==> src/rtl/vinsn_scoreboard_pkg.sv <==
// Purpose : shared types and sizing for the vector-instruction hazard scoreboard.
// Contents: table geometry, vreg mask / insn id types, table entry struct and
//           the stall-cause encoding reported on stall_cause_o.
package vinsn_scoreboard_pkg;

    localparam int unsigned NrInflight = 4;
    localparam int unsigned NrVReg     = 32;
    localparam int unsigned IdWidth    = 3;
    localparam int unsigned CntWidth   = $clog2(NrInflight + 1);
    localparam int unsigned IdxWidth   = (NrInflight > 1) ? $clog2(NrInflight) : 1;

    typedef logic [NrVReg-1:0]   vreg_mask_t;
    typedef logic [IdWidth-1:0]  insn_id_t;
    typedef logic [CntWidth-1:0] sb_cnt_t;
    typedef logic [IdxWidth-1:0] sb_idx_t;

    typedef struct packed {
        logic       valid;
        insn_id_t   id;
        vreg_mask_t rd;
        vreg_mask_t wr;
    } sb_entry_t;

    typedef enum logic [2:0] {
        STALL_NONE  = 3'd0,
        STALL_FULL  = 3'd1,
        STALL_DUPID = 3'd2,
        STALL_RAW   = 3'd3,
        STALL_WAW   = 3'd4,
        STALL_WAR   = 3'd5
    } sb_stall_e;

endpackage

==> src/rtl/vinsn_scoreboard_if.sv <==
// Purpose : issue / launch / completion handshake between decoder, scoreboard,
//           launcher and committer.
// Signals : issue_valid/issue_ready/issue_id/issue_rd_mask/issue_wr_mask (decoder side),
//           launch_valid/launch_ready (launcher side), done_valid/done_id (committer).
// Modports: master = environment driving insns, slave = the scoreboard.
interface vinsn_scoreboard_if;
    import vinsn_scoreboard_pkg::*;

    logic       issue_valid;
    logic       issue_ready;
    insn_id_t   issue_id;
    vreg_mask_t issue_rd_mask;
    vreg_mask_t issue_wr_mask;
    logic       launch_valid;
    logic       launch_ready;
    logic       done_valid;
    insn_id_t   done_id;

    modport master (
        output issue_valid, issue_id, issue_rd_mask, issue_wr_mask,
        output launch_ready, done_valid, done_id,
        input  issue_ready, launch_valid
    );

    modport slave (
        input  issue_valid, issue_id, issue_rd_mask, issue_wr_mask,
        input  launch_ready, done_valid, done_id,
        output issue_ready, launch_valid
    );

endinterface

==> src/rtl/vinsn_scoreboard_sb_free_finder.sv <==
// Purpose : priority encoder returning the lowest-numbered free table slot.
// Ports   : valid_i    - per-slot valid bits
//           free_idx_o - lowest index with valid_i==0 (0 when none free)
//           any_free_o - at least one slot free
module sb_free_finder
    import vinsn_scoreboard_pkg::*;
(
    input  logic [NrInflight-1:0] valid_i,
    output sb_idx_t               free_idx_o,
    output logic                  any_free_o
);

    // Scan high-to-low so the last hit, i.e. the lowest free index, wins.
    always_comb begin
        free_idx_o = '0;
        any_free_o = 1'b0;
        for (int i = NrInflight - 1; i >= 0; i--) begin
            if (!valid_i[i]) begin
                free_idx_o = sb_idx_t'(i);
                any_free_o = 1'b1;
            end
        end
    end

endmodule

==> src/rtl/vinsn_scoreboard.sv <==
// Purpose : register-level RAW/WAW/WAR hazard scoreboard allowing up to NrInflight
//           concurrent vector insns between decoder and launcher.
// Ports   : clk_i, rst_ni     - clock, async active-low reset
//           sb_if (slave)     - issue / launch / done handshake
//           flush_i           - drop every in-flight entry
//           inflight_cnt_o    - number of valid entries
//           full_o / empty_o  - table occupancy flags
//           stall_cause_o     - why the presented insn is blocked (sb_stall_e)
//           err_o             - sticky: a done id matched no valid entry
module vinsn_scoreboard
    import vinsn_scoreboard_pkg::*;
(
    input  logic                     clk_i,
    input  logic                     rst_ni,
    vinsn_scoreboard_if.slave        sb_if,
    input  logic                     flush_i,
    output logic [CntWidth-1:0]      inflight_cnt_o,
    output logic                     full_o,
    output logic                     empty_o,
    output logic [2:0]               stall_cause_o,
    output logic                     err_o
);

    sb_entry_t             table_q [NrInflight];
    sb_cnt_t               cnt_q;
    logic                  err_q;

    logic [NrInflight-1:0] valid_vec;
    logic [NrInflight-1:0] id_hit;
    logic [NrInflight-1:0] done_hit;
    vreg_mask_t            rd_union;
    vreg_mask_t            wr_union;
    sb_idx_t               free_idx;
    logic                  any_free;
    logic                  raw, waw, war, dup_id, block;
    logic                  alloc, retire;
    sb_stall_e             stall_cause;

    // Hazards look only at the registered table; a same-cycle retire or flush
    // does not unblock an issue until the following cycle.
    always_comb begin
        valid_vec = '0;
        id_hit    = '0;
        done_hit  = '0;
        rd_union  = '0;
        wr_union  = '0;
        for (int i = 0; i < NrInflight; i++) begin
            valid_vec[i] = table_q[i].valid;
            if (table_q[i].valid) begin
                rd_union    = rd_union | table_q[i].rd;
                wr_union    = wr_union | table_q[i].wr;
                id_hit[i]   = (table_q[i].id == sb_if.issue_id);
                done_hit[i] = (table_q[i].id == sb_if.done_id);
            end
        end
    end

    sb_free_finder u_free_finder (
        .valid_i    (valid_vec),
        .free_idx_o (free_idx),
        .any_free_o (any_free)
    );

    assign raw    = |(sb_if.issue_rd_mask & wr_union);
    assign waw    = |(sb_if.issue_wr_mask & wr_union);
    assign war    = |(sb_if.issue_wr_mask & rd_union);
    assign dup_id = |id_hit;

    assign full_o  = ~any_free;
    assign empty_o = ~|valid_vec;
    assign block   = full_o | dup_id | raw | waw | war | flush_i;

    assign sb_if.launch_valid = sb_if.issue_valid & ~block;
    assign sb_if.issue_ready  = sb_if.launch_ready & ~block;

    // issue_ready already excludes a full table, so free_idx is always a real slot.
    assign alloc  = sb_if.issue_valid & sb_if.issue_ready;
    assign retire = sb_if.done_valid & (|done_hit) & ~flush_i;

    always_comb begin
        stall_cause = STALL_NONE;
        if (sb_if.issue_valid && block && !flush_i) begin
            if (full_o)      stall_cause = STALL_FULL;
            else if (dup_id) stall_cause = STALL_DUPID;
            else if (raw)    stall_cause = STALL_RAW;
            else if (waw)    stall_cause = STALL_WAW;
            else             stall_cause = STALL_WAR;
        end
    end

    always_ff @(posedge clk_i or negedge rst_ni) begin
        if (!rst_ni) begin
            for (int i = 0; i < NrInflight; i++) table_q[i] <= '0;
            cnt_q <= '0;
            err_q <= 1'b0;
        end else if (flush_i) begin
            for (int i = 0; i < NrInflight; i++) table_q[i].valid <= 1'b0;
            cnt_q <= '0;
            err_q <= 1'b0;
        end else begin
            // A retiring slot is valid, the allocated slot is free: never the same index.
            for (int i = 0; i < NrInflight; i++) begin
                if (sb_if.done_valid && done_hit[i]) table_q[i].valid <= 1'b0;
            end
            if (alloc) begin
                table_q[free_idx] <= '{valid: 1'b1,
                                       id:    sb_if.issue_id,
                                       rd:    sb_if.issue_rd_mask,
                                       wr:    sb_if.issue_wr_mask};
            end
            cnt_q <= cnt_q + sb_cnt_t'(alloc) - sb_cnt_t'(retire);
            if (sb_if.done_valid && !(|done_hit)) err_q <= 1'b1;
        end
    end

    assign inflight_cnt_o = cnt_q;
    assign err_o          = err_q;
    assign stall_cause_o  = stall_cause;

endmodule
==> src/flat_wrapper.sv <==
// flat-port wrapper written by rule: the top's interface ports become plain ports
module vinsn_scoreboard_flat import vinsn_scoreboard_pkg::*;
  (clk_i, rst_ni, flush_i, inflight_cnt_o, full_o, empty_o, stall_cause_o, err_o, sb_if_issue_valid, sb_if_issue_id, sb_if_issue_rd_mask, sb_if_issue_wr_mask, sb_if_launch_ready, sb_if_done_valid, sb_if_done_id, sb_if_issue_ready, sb_if_launch_valid);
  vinsn_scoreboard_if sb_if_i ();
  input  logic clk_i;
  input  logic rst_ni;
  input  logic flush_i;
  output logic [CntWidth-1:0] inflight_cnt_o;
  output logic full_o;
  output logic empty_o;
  output logic [2:0] stall_cause_o;
  output logic err_o;
  input wire logic [$bits(sb_if_i.issue_valid)-1:0] sb_if_issue_valid;
  input wire logic [$bits(sb_if_i.issue_id)-1:0] sb_if_issue_id;
  input wire logic [$bits(sb_if_i.issue_rd_mask)-1:0] sb_if_issue_rd_mask;
  input wire logic [$bits(sb_if_i.issue_wr_mask)-1:0] sb_if_issue_wr_mask;
  input wire logic [$bits(sb_if_i.launch_ready)-1:0] sb_if_launch_ready;
  input wire logic [$bits(sb_if_i.done_valid)-1:0] sb_if_done_valid;
  input wire logic [$bits(sb_if_i.done_id)-1:0] sb_if_done_id;
  output wire logic [$bits(sb_if_i.issue_ready)-1:0] sb_if_issue_ready;
  output wire logic [$bits(sb_if_i.launch_valid)-1:0] sb_if_launch_valid;
  assign sb_if_i.issue_valid = sb_if_issue_valid;
  assign sb_if_i.issue_id = sb_if_issue_id;
  assign sb_if_i.issue_rd_mask = sb_if_issue_rd_mask;
  assign sb_if_i.issue_wr_mask = sb_if_issue_wr_mask;
  assign sb_if_i.launch_ready = sb_if_launch_ready;
  assign sb_if_i.done_valid = sb_if_done_valid;
  assign sb_if_i.done_id = sb_if_done_id;
  assign sb_if_issue_ready = sb_if_i.issue_ready;
  assign sb_if_launch_valid = sb_if_i.launch_valid;
  vinsn_scoreboard u_core (.clk_i(clk_i), .rst_ni(rst_ni), .sb_if(sb_if_i), .flush_i(flush_i), .inflight_cnt_o(inflight_cnt_o), .full_o(full_o), .empty_o(empty_o), .stall_cause_o(stall_cause_o), .err_o(err_o));
endmodule
==> config.mk <==
export PLATFORM = sky130hd
export DESIGN_NAME = vinsn_scoreboard_flat
export DESIGN_NICKNAME = d
export VERILOG_FILES = /design/src/rtl/vinsn_scoreboard_pkg.sv /design/src/rtl/vinsn_scoreboard_if.sv /design/src/rtl/vinsn_scoreboard_sb_free_finder.sv /design/src/rtl/vinsn_scoreboard.sv /design/src/flat_wrapper.sv
export SDC_FILE = /design/constraint.sdc
export NUM_CORES = 1
export LEC_CHECK = 0
export ABC_AREA = 1
export CORE_MARGIN = 2
export CORE_UTILIZATION = 25
export CTS_BUF_LIST = sky130_fd_sc_hd__clkbuf_2 sky130_fd_sc_hd__clkbuf_4 sky130_fd_sc_hd__clkbuf_8
export CTS_CLUSTER_SIZE = 20
export DETAILED_ROUTE_END_ITERATION = 6
export SETUP_SLACK_MARGIN = 0.5
export SLEW_MARGIN = 20
export SYNTH_ARGS = -nofsm -noshare
export SYNTH_HDL_FRONTEND = slang
export SYNTH_SLANG_ARGS = --single-unit
export TNS_END_PERCENT = 30
==> constraint.sdc <==
create_clock -name clk_i -period 3.1 [get_ports clk_i]
set_input_delay 0.465 -clock clk_i [delete_from_list [all_inputs] [get_ports clk_i]]
set_output_delay 0.465 -clock clk_i [all_outputs]
set_load 0.005 [all_outputs]
**Metal 3**

Bar = 50 µm.
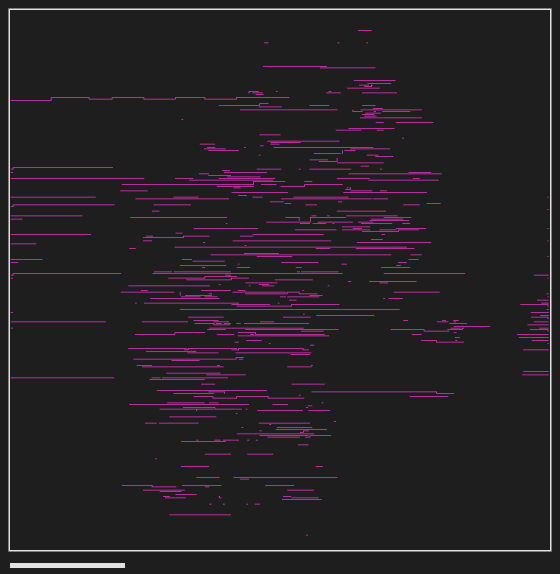
- wire length on this layer: 5210 µm
- longest straight run: 101 µm
- main direction: horizontal
grt met3 use: 4.081%
vias post-DR: 13.68k
drt total wl: 56.70 mm

**M1 wires**

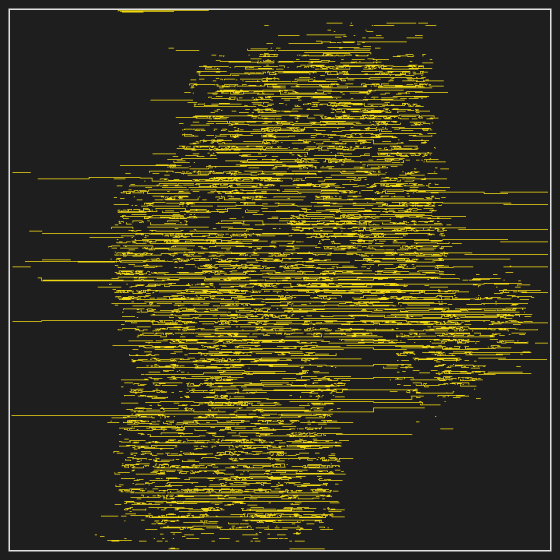
- wire length on this layer: 22.9 mm
- main direction: horizontal
- nets with wire on the layer: 2044
- longest straight run: 70.4 µm
GRT met1 Usage: 24.14%

**Routed metal per tile**

Bar = 50 µm. The die is cut into 24 by 24 equal tiles; dark blue is low, red is high, scaled to the fullest tile. Values are wire area over tile area, all layers added.
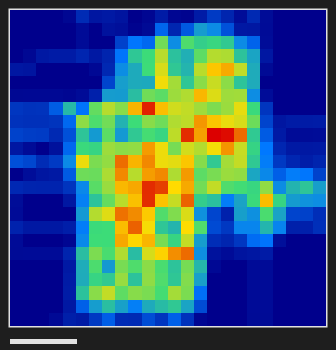
- densest ninth of the die: centre
- emptiest ninth of the die: south-east
- nearly empty tiles: 26%
- tiles over half the peak: 28%
- fullest tile: 0.61
- mean over tiles: 0.17

**Placement by cell class**

Fill, decap, tap and diode cells in grey.
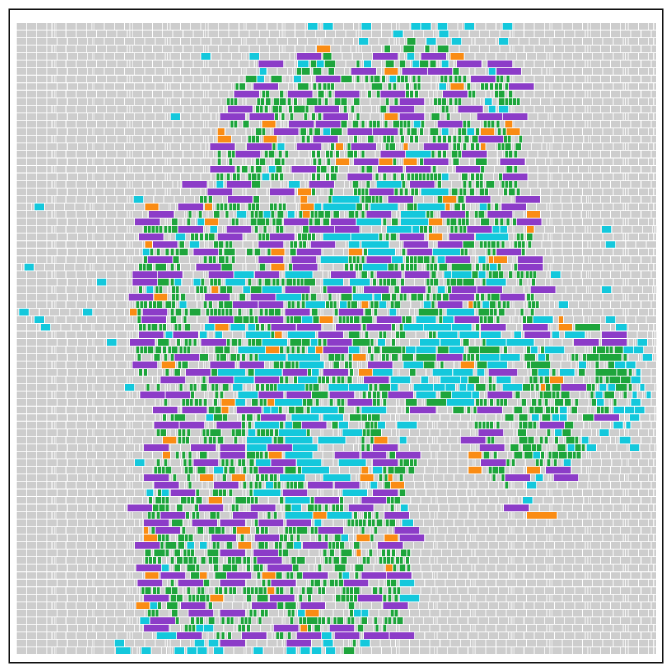
- purple: sequential cells (cells 276)
- cyan: remaining buffers and delay cells (cells 316)
- orange: clock drivers and dummy loads (cells 90)
- green: remaining logic cells (cells 1483)
sequential cell area share: 33.96%
final core occ: 38.51%
Placeable Area: 0.05287 mm²
Finished Cell Area: 0.02036 mm²
row count: 84

**The clock network**

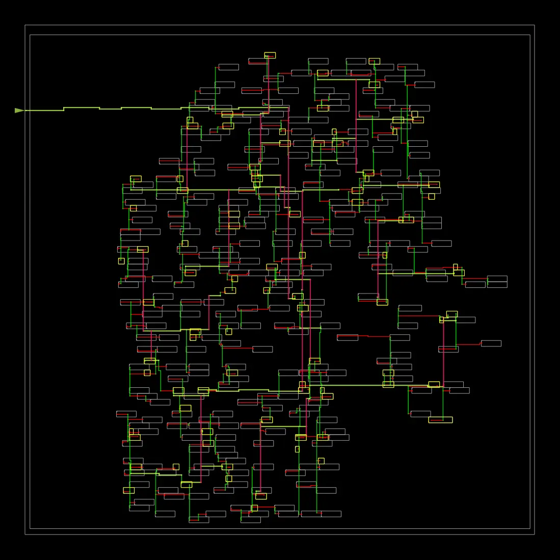
TritonCTS buffer count: 48
CTS Sinks: 276
CLK BUF: 75
clock network power: 3.62 mW
seq_cells: 276

==> run summary <==
outcome: finished with violations
violated checks: setup timing
startpoint class of the critical path: flip-flop
switching share of power: 35.85%
most numerous cell in the Yosys netlist: nand2_1
RSZ-0062 raised after global routing: true
endpoint class of the critical path: primary output
Layout Cells excl Fill: 2854
antenna-violating nets left: 0
max cap viols: 0
reg-to-reg setup timing slack: -0.17 ns
CP cell instances: buf_12 > buf_12 > nand2_2 > nand2_2 > o21ai_1 > nand2_1 > nor2_2 > nand2_2 > nor2_4 > nand2_4 > nor2_4 > buf_6 > nand2_4 > nand2_4 > buf_6 > nor3_2 > buf_2
number of signal-net buffers in the layout: 316
met1 wire length: 22.93 mm
logic area: 0.007109 mm²
ys async rst share: 100.0%
Avg Vias per Cell: 4.792
maximum fanout along the worst path: 6
H-tree depth: 2
Comb power frac: 37.0%
Overflow after GRT: 0
Mapped Area: 0.01343 mm²
Post-Place Cell Area: 0.01608 mm²
flip-flops with a built-in enable: 0
worst clock skew: 0.02040 ns
synthesis warning total: 0
Top Layout Cells: nand2_1, dfrtp_1, nand2_2, buf_4, clkdlybuf4s50_1
Pleak: 10.59 nW
Overall Global Routing Usage: 18.59%
reg2reg start: u_core.table_q[135]
clk root buf: clkbuf_8
Worst Setup SP: u_core.table_q[135]
share of cells above drive strength 1: 30.16%
post-CTS setup buffer count: 27
FF/Latch Area: 0.006914 mm²
#FFs+latches synth: 276
non-clk buf share: 21.28%
Synth Seq Share: 51.44%
per-cell routed wire length: 19.87 µm
Antenna Cells: 1
DRC: 0
VDD IR-drop max: 0.0002754 V
GRT Max-Usage Layer: met2
Area leader share: 51.44%
XOR/XNOR Area Share: 1.174%
crit path DAT: 2.97 ns
CP required: 2.63 ns
Final WS setup: -0.3376 ns
total power: 13.63 mW
Worst-path clk slew: 0.06 ns
pre-CTS WS: -0.2474 ns
fin. max-slew vios: 0
Post-synth top cells: nand2_1, dfrtp_1, o21ai_1, nor2_1, buf_2
Compound Share, Synth: 3.951%
fp util: 25.40%
# fillers: 5172
num ports: 87
Slowest-stage cell, CP: dfrtp_4
clock buffer depth: 3
area delta synth->final: 51.63%
CTS tree: done
adder share: 0.3355%
DRT Pass-1 Iters: 6
Slowest Stage Delay on Critical Path: 0.58 ns
Largest delay share family, worst path: simple AND/OR/NAND/NOR gates
met2 GRT Util: 30.10%
CP Buf/Inv Count: 5
area of the die: 0.05558 mm²
Comb/total area: 34.92%
WL met3: 5.210 mm
post-CTS resize count: 195
WS Path Type: flip-flop to primary output
power density cells: 669.7 mW/mm²
P_comb: 5.05 mW
Reg power frac: 36.4%
top power group: combinational logic
number of OpenROAD warnings: 28
biggest area cells: dfrtp_1, nand2_1, o21ai_1, buf_2, nor2_1
met2 wire length: 26.03 mm
fin crit period: 3.438 ns
Worst Tran Pin Value: 1.442 ns
Max-slew headroom: 2.861%
pin count of the biggest net entering global routing: 88
Syn Inst Count: 1849
Int Pwr: 8.745 mW
number of DRC markers in iteration 0: 1479
detailed placement HPWL: 28.03 mm
vias in the first global route: 13.17k
ys cells: 1849
yosys simple share: 38.12%
Worst Setup EP: stall_cause_o[1]
Seq. pwr: 4.97 mW
Clk network pwr share: 26.6%
ys flop type: dfrtp_1
tapcell count: 688
#MultiIn Comb: 1456
min-delay worst type: input pin to async pin
worst skew pair latency: 0.60 ns
die width: 235.7 µm
final setup fails: 243
mux share: 0%
Top Layer Used: met5
CP Depth: 17
post-synth top area cell: dfrtp_1
R2R depth: 21
Logic family by area: simple AND/OR/NAND/NOR gates
Net Switching: 4.888 mW
setup tns final: -17.50 ns
inverters: 27
first-pass GRT wire length: 79.30 mm
syn_area_per_cell: 7.262 µm²
syn nets: 1928
Hold Vio Cnt, Final: 0
Fmax: 290.9 MHz
Power is estimated from default activity; no workload was simulated.
